==> config.mk <==
export PLATFORM = sky130hd
export DESIGN_NAME = mux_rr_arbiter_flat
export DESIGN_NICKNAME = d
export VERILOG_FILES = /design/src/rtl/mux_rr_arbiter_if.sv /design/src/rtl/mux_rr_arbiter.sv /design/src/flat_wrapper.sv
export SDC_FILE = /design/constraint.sdc
export NUM_CORES = 1
export LEC_CHECK = 0
export CAP_MARGIN = 20
export CORE_ASPECT_RATIO = 1.1
export CORE_UTILIZATION = 41
export DETAILED_ROUTE_END_ITERATION = 10
export PLACE_DENSITY = 0.68
export REMOVE_ABC_BUFFERS = 1
export SLEW_MARGIN = 20
export SYNTH_ARGS = -nofsm -noshare
export SYNTH_HDL_FRONTEND = slang
export SYNTH_SLANG_ARGS = --single-unit
==> constraint.sdc <==
create_clock -name clk -period 1.6 [get_ports clk]
set_input_delay 0.32 -clock clk [delete_from_list [all_inputs] [get_ports clk]]
set_output_delay 0.32 -clock clk [all_outputs]
set_load 0.05 [all_outputs]
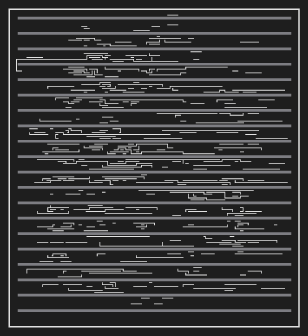
(run_1/m1.png)
Supply wires on this layer in gray.
nets with wire on the layer: 134
main direction: horizontal
wire length on this layer: 1080 um
share of all routed wire: 41%
Detailed Route WL: 2630 um
DR vias: 973
grt met1 use: 0.234

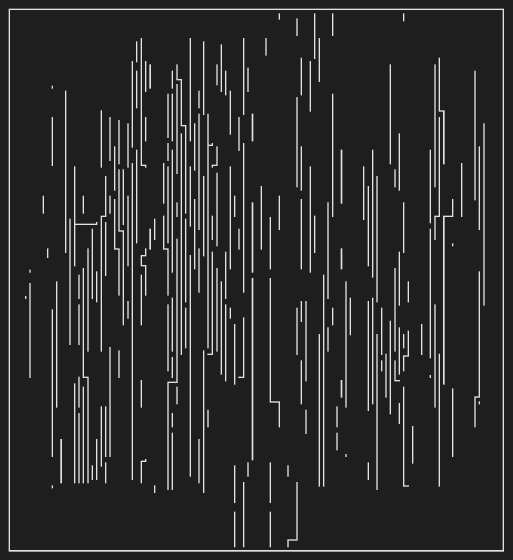
(run_1/m2.png)
share of all routed wire: 54%
nets with wire on the layer: 138
met2 usage: 0.385

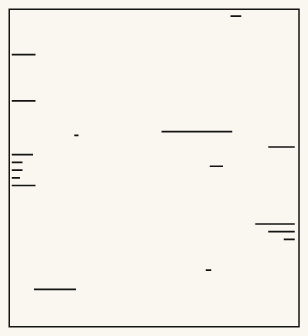
(run_1/m3.png)
nets with wire on the layer: 14
wire length on this layer: 60.5 um
longest straight run: 12.2 um
GR Util met3: 0.0273

==> impl_metrics.json, run 1 <==
{
  "warnings": 27,
  "failed_checks": "negative setup slack",
  "max_freq_mhz": 595,
  "h-tree-depth": 1,
  "grt_start_max_net_pins": 20,
  "path_max_fanout": 4,
  "p_per_area_mw_per_mm2": 1820,
  "ios": 19,
  "drive_gt1_frac": 0.386,
  "cap_viol_max_count": 0,
  "num_rows": 19,
  "leakage_uw": 0.000688,
  "flop_cell": "dfrtp_1",
  "syn_avg_cell_area_um2": 10.3,
  "route.detailed.drc": 0,
  "ys_types": 40,
  "core_area_mm2": 0.00250,
  "period_used_share": 1.05,
  "largest_reg_flops": 8,
  "power.internal_uw": 1600,
  "clock_path_buffers": 2,
  "ys_top_cells_by_count": "19 x dfrtp_1, 12 x nor2_1, 6 x inv_1",
  "cts_made_buffers": 3,
  "clock-root-buffer": "clkbuf_4",
  "cts_tree": "done",
  "critPathRequiredTime_ns": 1.78,
  "hold_violations": 0,
  "via_per_inst": 5.53,
  "cp-start-kind": "register",
  "place_hpwl_um": 1980,
  "async_flop_share": 1.00,
  "grt.overflow.total": 0,
  "grt_pass1_wl_um": 4600,
  "detail_route.wl_per_cell_um": 14.9,
  "fin_worst_hold_slack_ns": 0.339,
  "initialDrtViolationCount": 12,
  "final.setup.tns_ns": -0.233,
  "clkSinkCount": 19,
  "yosys.area.top_type_share": 0.440,
  "tightest_slew_ns": 0.463,
  "routabilityCongestion": 0.817,
  "pwr-share-clk": 0.085,
  "area_leaders": "dfrtp_1 44%, mux4_2 4.2%, nor2_1 4.2%, a31oi_1 2.9%, a311oi_4 2.4%",
  "crit_path_end_kind": "register",
  "dpl_cell_area_mm2": 0.00144,
  "area_growth_syn_to_layout_pct": 41.9,
  "chipWidth_um": 50.9,
  "clock_skew_ns": 0.00894,
  "antenna_found_initial": 0,
  "ys_chip_area_mm2": 0.00108,
  "vdd_drop_max_v": 0.00120,
  "slew_headroom": 0.691,
  "power.total_uw": 2780,
  "pre_cts_ws_ns": -0.603,
  "numSynthFlops": 19,
  "rsz0062_at_grt": "true",
  "track_usage": 0.215,
  "critical_path_class": "reg -> reg",
  "setup_violations": 5,
  "path_clk_slew_ns": 0.11,
  "die_h_um": 55.8,
  "fin_nets": 157,
  "power.switching_uw": 1190,
  "fin_area_mm2": 0.00153,
  "synth_area_mm2": 0.00108,
  "num_antenna_cells": 0,
  "fin_ws_ns": -0.0797,
  "ys_cells": 105,
  "dieArea_mm2": 0.00284,
  "syn_inst": 105,
  "io_buffers": 18,
  "r2r_cells": 3,
  "power_frac_comb": 0.634,
  "edf_count": 0,
  "most_common_cell": "dfrtp_1",
  "switching_share": 0.426,
  "drv_slew": 0,
  "seqPwrFrac": 0.281,
  "ant_nets": 0,
  "grt_pass1_vias": 1051,
  "regToRegSetupSlack_ns": -0.08,
  "hold_path.class": "in -> async",
  "status": "complete, but fails checks",
  "drtPass1Iterations": 2,
  "fin_crit_ns": 1.68
}
[run 1: metal layers]
layer / track usage / share of wire / up-vias
li1: - / - / 471
met1: 0.234 / 0.41 / 479
met2: 0.385 / 0.54 / 17
met3: 0.0273 / 0.023 / 6
met4: 0.127 / 0.025 / 0
met5: 0 / 0 / -
[run 1: through the flow]
| stage | instances | util |
|---|---|---|
| 2_1_floorplan | 100 | - |
| 3_3_place_gp | 171 | 0.576 |
| 3_5_place_dp | 171 | 0.576 |
| 4_1_cts | 176 | 0.604 |
| 5_1_grt | 176 | 0.614 |
| 6_report | 176 | 0.614 |
[run 1: kinds of logic after synthesis]
family                   share of synthesized area
AND/OR/NAND/NOR                              0.239
AND-OR/OR-AND                                0.171
flip-flops                                   0.440
buffers and inverters                       0.0579
multiplexers                                0.0718
XOR/XNOR                                   0.00811
adder cells (fa/ha/maj)                     0.0116
[run 1: layout make-up]
class	count	area, um^2
Inverter	6	22.5
Clock inverter	1	5.00
Sequential cell	19	478
Timing Repair Buffer	41	370
Tap cell	31	38.8
Clock buffer	3	22.5
Multi-Input combinational cell	75	596
Fill cell	233	963
[run 1: timing repair]
| action | 4_1_cts | 5_1_grt |
|---|---|---|
| pin swaps | 4 | 5 |
| endpoints found under the setup margin | 13 | 12 |
| resized | 14 | 6 |
| buffers inserted | 2 | 0 |
| hold buffers | 0 | 0 |
[run 1: worst max-delay path: stages, from the launching register on]
cell,delay [ns]
dfrtp_2,0.42
mux4_2,0.56
a31oi_2,0.24
mux2_2,0.35
[run 1: cells in the final DEF (no fill, tap or decap), types with 3 or more instances in the layout]
cell type	n
inv_1	6
clkbuf_4	3
clkdlybuf4s50_1	5
dlygate4sd2_1	4
buf_4	27
a21oi_1	4
nand2b_1	3
dfrtp_1	17
nor2_1	11
a31oi_1	4
buf_12	3
and3_1	4
nand3_1	3
nor2_4	3
[run 1: power by group through the flow]
stage	clock network (uW)	registers, uW	logic, uW
3_5_place_dp	0	774	1630
2_1_floorplan	0	1080	646
6_report	238	782	1760
5_1_grt	270	806	1890
4_1_cts	246	773	1740
3_3_place_gp	0	774	1600
==> run 1 -> run 2 <==
--- a/config.mk
+++ b/config.mk
@@ -6,9 +6,10 @@
 export NUM_CORES = 1
 export LEC_CHECK = 0
 export CAP_MARGIN = 20
-export CORE_ASPECT_RATIO = 1.1
+export CORE_ASPECT_RATIO = 0.7
 export CORE_UTILIZATION = 41
 export DETAILED_ROUTE_END_ITERATION = 10
+export MAX_ROUTING_LAYER = met4
 export PLACE_DENSITY = 0.68
 export REMOVE_ABC_BUFFERS = 1
 export SLEW_MARGIN = 20
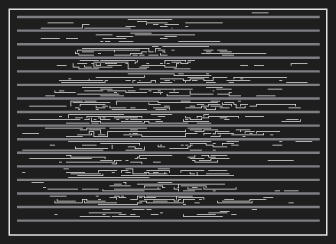
(run_2/m1.png)
Supply wires on this layer in gray.
nets with wire on the layer: 145
main direction: horizontal
longest straight run: 28.5 um
wire length on this layer: 1340 um
Detailed Route WL: 3050 um
grt met1 use: 0.260

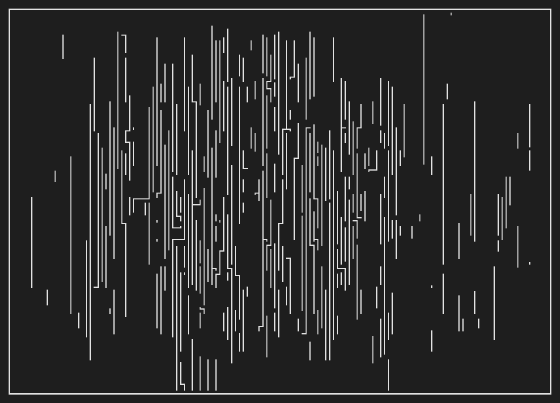
(run_2/m2.png)
wire length on this layer: 1490 um
main direction: vertical
longest straight run: 29.9 um
DR vias: 1043
met2 usage: 0.377

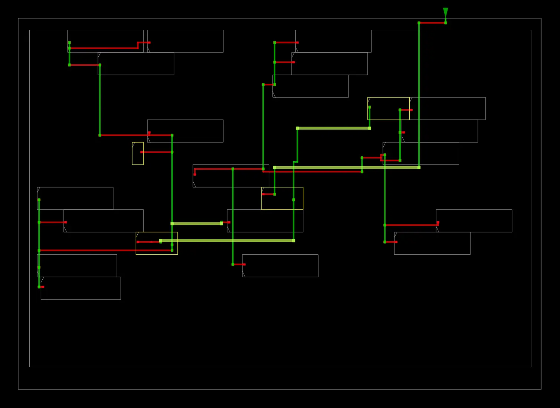
(run_2/clock_nets.png)
Layout Skew: 0.00128 ns
clock sinks: 19

==> run 2 against run 1 <==
Sequential share of layout area down 2.5 points. First-iteration DRC count up 130%. Maximum frequency down 3.4%. Register-to-register slack worse by 0.06 ns. Total power up 15%. The run still ends with negative setup slack left. Count of clock-buffer cells in the layout up 1. Combinational power up 16%.
==> impl_metrics.json, run 2 <==
{
  "status": "complete, but fails checks",
  "failed_checks": "negative setup slack",
  "regToRegSetupSlack_ns": -0.14,
  "power.switching_uw": 1350,
  "critPathTopFamily": "multiplexers",
  "grt_start_max_net_pins": 20,
  "slowest_stage": "mux4_2",
  "slew_headroom": 0.739,
  "worstPathCellList": "mux4_2 -> a31oi_2 -> mux2_2",
  "chipWidth_um": 63.3,
  "grt_pass1_vias": 986,
  "max_freq_mhz": 575,
  "route.detailed.drc": 0,
  "cp_num_cells": 3,
  "cp-start-kind": "register",
  "area_growth_syn_to_layout_pct": 54.9,
  "syn_avg_cell_area_um2": 10.3,
  "cap_viol_max_count": 0,
  "area_leaders": "dfrtp_1 44%, mux4_2 4.2%, nor2_1 4.2%, a31oi_1 2.9%, a311oi_4 2.4%",
  "leakage_uw": 0.000740,
  "setup_violations": 9,
  "vdd_drop_max_v": 0.00133,
  "worst_ep_arrival_time_ns": 1.89,
  "cp_num_buf_inv": 0,
  "numSynthFlops": 19,
  "fin_crit_ns": 1.74,
  "lay_top_count": "buf_4",
  "grt.overflow.total": 0,
  "place_hpwl_um": 2080,
  "yosys.area.top_type_share": 0.440,
  "power.internal_uw": 1850,
  "path_clk_slew_ns": 0.07,
  "async_flop_share": 1.00,
  "ant_nets": 0,
  "critical_path_class": "reg -> reg",
  "drive_gt1_frac": 0.454,
  "final.setup.tns_ns": -0.602,
  "track_usage": 0.231,
  "cpPeakStageDelay_ns": 0.58,
  "seqPwrFrac": 0.254,
  "clock_path_buffers": 2,
  "hold_violations": 0,
  "num_rows": 15,
  "cts_hold_buf": 0,
  "dieArea_mm2": 0.00285,
  "crit_path_end_kind": "register",
  "flop_cell": "dfrtp_1",
  "pwr-share-clk": 0.107,
  "ys_cells": 105,
  "fin_ws_ns": -0.139,
  "synth_area_mm2": 0.00108,
  "io_buffers": 18,
  "cts_made_buffers": 3,
  "fin_worst_hold_slack_ns": 0.396,
  "grt_pass1_wl_um": 4650,
  "clock-root-buffer": "clkbuf_8",
  "critPathRequiredTime_ns": 1.75,
  "power_frac_comb": 0.638,
  "rsz0062_at_grt": "true",
  "h-tree-depth": 1,
  "fin_nets": 164,
  "r2r_cells": 3,
  "syn_inst": 105,
  "drv_slew": 0,
  "p_per_area_mw_per_mm2": 1920,
  "die_h_um": 44.9,
  "ys_chip_area_mm2": 0.00108,
  "period_used_share": 1.09,
  "initialDrtViolationCount": 27,
  "switching_share": 0.422,
  "antenna_found_initial": 0,
  "drtPass1Iterations": 4,
  "cts_tree": "done",
  "core_area_mm2": 0.00248,
  "ys_top_cells_by_count": "19 x dfrtp_1, 12 x nor2_1, 6 x inv_1",
  "mostFrequentLayoutCells": "29 x buf_4, 16 x dfrtp_1, 10 x nor2_1",
  "path_max_fanout": 4,
  "ys_types": 40,
  "ios": 19,
  "most_common_cell": "dfrtp_1"
}
## run 2: repair_timing
action,4_1_cts,5_1_grt
endpoints found under the setup margin,12,12
pin swaps,6,10
resized,19,14
buffers inserted,5,1
## run 2: cell type report
type	instances	area [um^2]
Inverter	6	22.5
Fill cell	182	805
Timing Repair Buffer	48	453
Clock buffer	4	45.0
Multi-Input combinational cell	75	631
Sequential cell	19	479
Tap cell	34	42.5
## run 2: power groups by stage
stage	clock network [uW]	registers [uW]	logic (uW)
3_3_place_gp	0	782	1660
3_5_place_dp	0	792	1700
5_1_grt	363	836	2160
6_report	344	814	2040
2_1_floorplan	0	1080	646
4_1_cts	345	793	1880
## run 2: metrics by stage
stage	instances	instance area, um^2	worst slack (ns)	utilization	power (uW)
floorplan	100	1040	-0.484	-	1730
global placement	176	1470	-0.575	0.593	2440
detailed placement	176	1470	-0.598	0.593	2490
CTS	185	1600	-0.108	0.645	3020
global route	186	1670	-0.187	0.675	3360
finish	186	1670	-0.139	0.675	3200
## run 2: cell families after synthesis
group | after synthesis | synth area share
AND-OR/OR-AND | 24 | 0.171
multiplexers | 5 | 0.0718
adder cells (fa/ha/maj) | 1 | 0.0116
flip-flops | 19 | 0.440
XOR/XNOR | 1 | 0.00811
AND/OR/NAND/NOR | 44 | 0.239
buffers and inverters | 11 | 0.0579
## run 2: per-layer routing
layer,part of all wire,GRT usage,up-vias
li1,-,-,484
met1,0.44,0.260,518
met2,0.49,0.377,37
met3,0.062,0.0833,4
met4,0.0095,0.100,0
met5,0,-,-
Power figures rest on the tool's default switching activity, not on a simulated workload.
